Figure 1. Signal wires on met1.
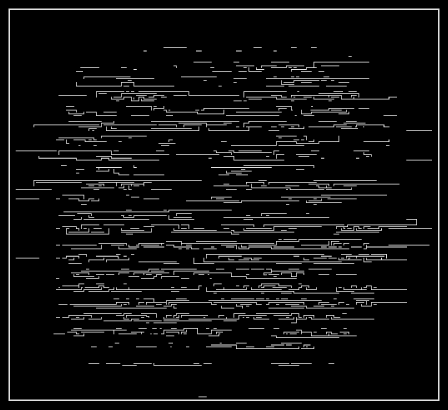
Figure 2. M2 wires.
Bar = 20 um.
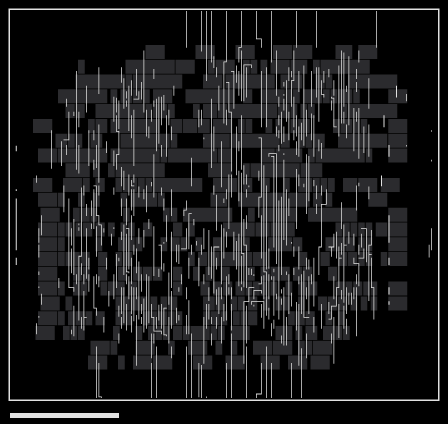
Figure 3. Met3 routing.
Bar = 20 um.
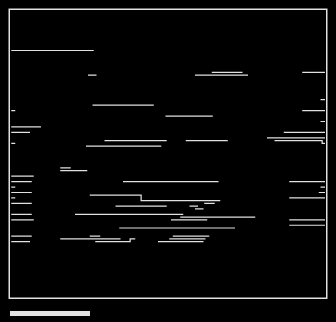
<file path="src/rtl/hub75_column_driver.sv">
// HUB75 row shifter: fetches each column of one display row, reduces the pixel to
// one bit per channel for the latched bit-plane, clocks it out, then latches the row.
module hub75_column_driver #(
  parameter int COLUMNS   = 64,
  parameter int LOAD_WAIT = 4
) (
  input  logic        clk_in,
  input  logic        reset,
  input  logic        start,
  input  logic [2:0]  bitplane,
  input  logic [15:0] rgb565_top,
  input  logic [15:0] rgb565_bottom,
  output logic [5:0]  column_address,
  output logic        pixel_load_start,
  output logic [2:0]  rgb1,
  output logic [2:0]  rgb2,
  output logic        pixel_clock,
  output logic        row_latch,
  output logic        busy,
  output logic        done
);

  localparam int WW = (LOAD_WAIT > 1) ? $clog2(LOAD_WAIT) : 1;
  localparam logic [5:0] LAST_COL = 6'(COLUMNS - 1);

  localparam logic [2:0] S_IDLE   = 3'd0;
  localparam logic [2:0] S_LOAD   = 3'd1;
  localparam logic [2:0] S_WAIT   = 3'd2;
  localparam logic [2:0] S_DATA   = 3'd3;
  localparam logic [2:0] S_CLK_HI = 3'd4;
  localparam logic [2:0] S_LATCH  = 3'd5;
  localparam logic [2:0] S_DONE   = 3'd6;

  // Plane p selects R=px[11+p], G=px[6+p] (green LSB dropped), B=px[p]; p is at most 4.
  function automatic logic [2:0] plane_bits(input logic [15:0] px, input logic [2:0] p);
    logic [3:0] pi;
    pi = {1'b0, p};
    return {px[4'd11 + pi], px[4'd6 + pi], px[pi]};
  endfunction

  logic [2:0]    state_q, state_d;
  logic [5:0]    column_q, column_d;
  logic [2:0]    plane_q, plane_d;
  logic [WW-1:0] wait_q, wait_d;
  logic [2:0]    rgb1_q, rgb1_d, rgb2_q, rgb2_d;
  logic          pls_q, pls_d, pclk_q, pclk_d, latch_q, latch_d;
  logic          busy_q, busy_d, done_q, done_d;

  // Next-state, counters and pixel capture on the edge that enters DATA.
  always_comb begin
    state_d  = state_q;
    column_d = column_q;
    plane_d  = plane_q;
    wait_d   = wait_q;
    rgb1_d   = rgb1_q;
    rgb2_d   = rgb2_q;
    case (state_q)
      S_IDLE: begin
        if (start) begin
          state_d  = S_LOAD;
          column_d = 6'd0;
          plane_d  = (bitplane > 3'd4) ? 3'd4 : bitplane;
        end else begin
          state_d = S_IDLE;
        end
      end
      S_LOAD: begin
        state_d = S_WAIT;
        wait_d  = WW'(LOAD_WAIT - 1);
      end
      S_WAIT: begin
        if (wait_q == {WW{1'b0}}) begin
          state_d = S_DATA;
          rgb1_d  = plane_bits(rgb565_top, plane_q);
          rgb2_d  = plane_bits(rgb565_bottom, plane_q);
        end else begin
          wait_d = wait_q - WW'(1);
        end
      end
      S_DATA:   state_d = S_CLK_HI;
      S_CLK_HI: begin
        if (column_q == LAST_COL) begin
          state_d = S_LATCH;
        end else begin
          column_d = column_q + 6'd1;
          state_d  = S_LOAD;
        end
      end
      S_LATCH:  state_d = S_DONE;
      S_DONE:   state_d = S_IDLE;
      default:  state_d = S_IDLE;
    endcase
  end

  // Moore outputs decoded from the next state so they are registered with it.
  always_comb begin
    pls_d   = (state_d == S_LOAD);
    pclk_d  = (state_d == S_CLK_HI);
    latch_d = (state_d == S_LATCH);
    done_d  = (state_d == S_DONE);
    busy_d  = (state_d != S_IDLE);
  end

  // State and output registers; reset aborts any row in progress.
  always_ff @(posedge clk_in or posedge reset) begin
    if (reset) begin
      state_q  <= S_IDLE;
      column_q <= 6'd0;
      plane_q  <= 3'd0;
      wait_q   <= {WW{1'b0}};
      rgb1_q   <= 3'd0;
      rgb2_q   <= 3'd0;
      pls_q    <= 1'b0;
      pclk_q   <= 1'b0;
      latch_q  <= 1'b0;
      busy_q   <= 1'b0;
      done_q   <= 1'b0;
    end else begin
      state_q  <= state_d;
      column_q <= column_d;
      plane_q  <= plane_d;
      wait_q   <= wait_d;
      rgb1_q   <= rgb1_d;
      rgb2_q   <= rgb2_d;
      pls_q    <= pls_d;
      pclk_q   <= pclk_d;
      latch_q  <= latch_d;
      busy_q   <= busy_d;
      done_q   <= done_d;
    end
  end

  assign column_address   = column_q;
  assign pixel_load_start = pls_q;
  assign rgb1             = rgb1_q;
  assign rgb2             = rgb2_q;
  assign pixel_clock      = pclk_q;
  assign row_latch        = latch_q;
  assign busy             = busy_q;
  assign done             = done_q;

endmodule
</file>
<file path="config.mk">
export PLATFORM = sky130hd
export DESIGN_NAME = hub75_column_driver
export DESIGN_NICKNAME = d
export VERILOG_FILES = /design/src/rtl/hub75_column_driver.sv
export SDC_FILE = /design/constraint.sdc
export NUM_CORES = 1
export LEC_CHECK = 0
export ABC_AREA = 1
export CAP_MARGIN = 30
export CORE_ASPECT_RATIO = 0.9
export CORE_MARGIN = 4
export CORE_UTILIZATION = 44
export DETAILED_ROUTE_END_ITERATION = 16
export HOLD_SLACK_MARGIN = 0.1
export PLACE_DENSITY_LB_ADDON = 0.12
export SLEW_MARGIN = 20
export SYNTH_ARGS = -nofsm -noshare
export SYNTH_HDL_FRONTEND = slang
export SYNTH_SLANG_ARGS = --single-unit
</file>
<file path="constraint.sdc">
create_clock -name clk_in -period 1.65 [get_ports clk_in]
set_input_delay 0.2475 -clock clk_in [delete_from_list [all_inputs] [get_ports clk_in]]
set_output_delay 0.2475 -clock clk_in [all_outputs]
set_load 0.01 [all_outputs]
</file>
==> flow_summary.toml <==
# synthesis and place-and-route metrics
[min_path]
hold_path_class = "in -> async"

[pwr]
power.leakage_nw = 1.38
seqPwrFrac = 0.238

[routing]
drt_iter0_drc = 149
viasPerCell = 4.90

[critical_path]
crit_type = "reg -> reg"
critPathLaunchType = "flip-flop"

[clock_tree]
numClockSinks = 25
post-cts-setup-buffers = 0
cts.clk_slew.worst_paths_ps = 80

[sta]
setup_viol = 0
slew_viol_final = 0
tns_ps = 0
timing.final.ws_setup_ps = 132
maxSlewHeadroom = 0.780
final_hold_viol_count = 0
hold_slack_ps = 228

[logic_synthesis]
synth-area-yosys_um2 = 1980
yosys_cells = 307
area_leaders = "dfrtp_1, nand2_1, nand3_1"
ys.warnings.count = 0
top_area_frac = 0.316
ys.flops = 25
yosysTopAreaCell = "dfrtp_1"

[layout]
nets = 409
fillers = 422

[global_route]
busiest_layer = "met1"
grt_max_degree = 34
grt_pass1_vias = 1904
track_usage = 0.187

[place]
hpwl_um = 3960
place_ws_ps = 128

[die]
die_area_um2 = 5640

[outcome]
status = "completed"

[run]
drv_cap = 0
Back to the opening pictures, Figure 1:
share of all routed wire: 48%
wire length on this layer: 2430 um
nets with wire on the layer: 361
longest straight run: 30.8 um
detailed-route via count: 2077
GR Util met1: 0.286
Post-Route WL: 5070 um

Back to the opening pictures, Figure 2:
share of all routed wire: 43%
longest straight run: 21.8 um
wire length on this layer: 2160 um
GR Layer Usage met2: 0.275

Back to the opening pictures, Figure 3:
share of all routed wire: 9.3%
longest straight run: 28.5 um
wire length on this layer: 474 um
main direction: horizontal
nets with wire on the layer: 48
GR Layer Usage met3: 0.0402

==> kinds of logic (layout without fill, tap and decap cells) <==
family / count (synthesis) / after routing / share of synthesized area
and+or+nand+nor: 195 / 195 / 0.436
adders and majority gates: 6 / 6 / 0.0379
AOI/OAI and AO/OA: 15 / 15 / 0.0474
DFF: 25 / 25 / 0.316
xor gates and xnor gates: 3 / 3 / 0.0133
buffers and inverters: 63 / 120 / 0.150
==> per-stage QoR <==
step | cells | total power, mW | util
after floorplan | 307 | 2.97 | -
after CTS | 424 | 4.15 | 0.622
final | 424 | 4.21 | 0.627
after global routing | 424 | 4.62 | 0.627
after global placement | 420 | 3.75 | 0.611
after detailed placement | 420 | 3.77 | 0.611
==> registers in the layout (all words and copies together), names as in the netlist <==
register          count
column_address        6
plane_q               3
rgb1                  3
rgb2                  3
state_q               3
wait_q                2
busy                  1
done                  1
pixel_clock           1
pixel_load_start      1
row_latch             1
==> worst max-delay path: stages, from the launching register on <==
cell	delay, ps
dfrtp_1	460
inv_8	40
ha_1	300
buf_4	180
nand3_1	110
nand3_1	80
nand3_1	90
nand2_1	50
nand2_1	60
nand2_1	50
==> path summary, 6_finish.rpt <==
check / startpoint / end / slack [ps] / cells past startpoint
min: reset / column_address[0] / 230 / 2
max reg2reg: plane_q[0] / rgb1[2] / 130 / 9
max in group asynchronous: reset / rgb2[1] / 970 / 3
max: plane_q[0] / rgb1[2] / 130 / 9
min reg2reg: rgb2[0] / rgb2[0] / 500 / 1
min in group clk_in: rgb2[0] / rgb2[0] / 500 / 1
==> power by group through the flow <==
stage	Combinational (mW)	Clock, mW	Sequential (mW)
after global routing	3.20	0.391	1.03
after CTS	2.79	0.363	0.996
after global placement	2.75	0	1.00
after floorplan	1.92	0	1.05
after detailed placement	2.77	0	1.00
final	2.86	0.351	0.999
==> routing by layer <==
metal	part of all wire	vias to the layer above	routed length, um
li1	-	1078	-
met1	0.48	912	2430
met2	0.43	85	2160
met3	0.093	2	474
met4	0.0026	0	13
met5	0	-	0
==> area by class of cell <==
cell class,instances,share of cell area
multi-input cells,219,0.406
inverters,53,0.0782
clock buffers,4,0.0171
well taps,60,0.0284
flip-flops and latches,25,0.237
repair buffers,63,0.233
==> placed cells by master, fill, tap and decap left out, types with 3 or more instances in the layout <==
cell             Yosys  layout
nand3_1             69      69
buf_4                2       7
clkbuf_8             0       3
dfrtp_1             25      25
nand2_2              8       8
ha_1                 6       6
clkdlybuf4s50_1      0      54
inv_1               48      48
nor2_1              11      11
inv_2                3       3
o21ai_0              4       4
nand2_1            100     100
Power is estimated from default activity; no workload was simulated.
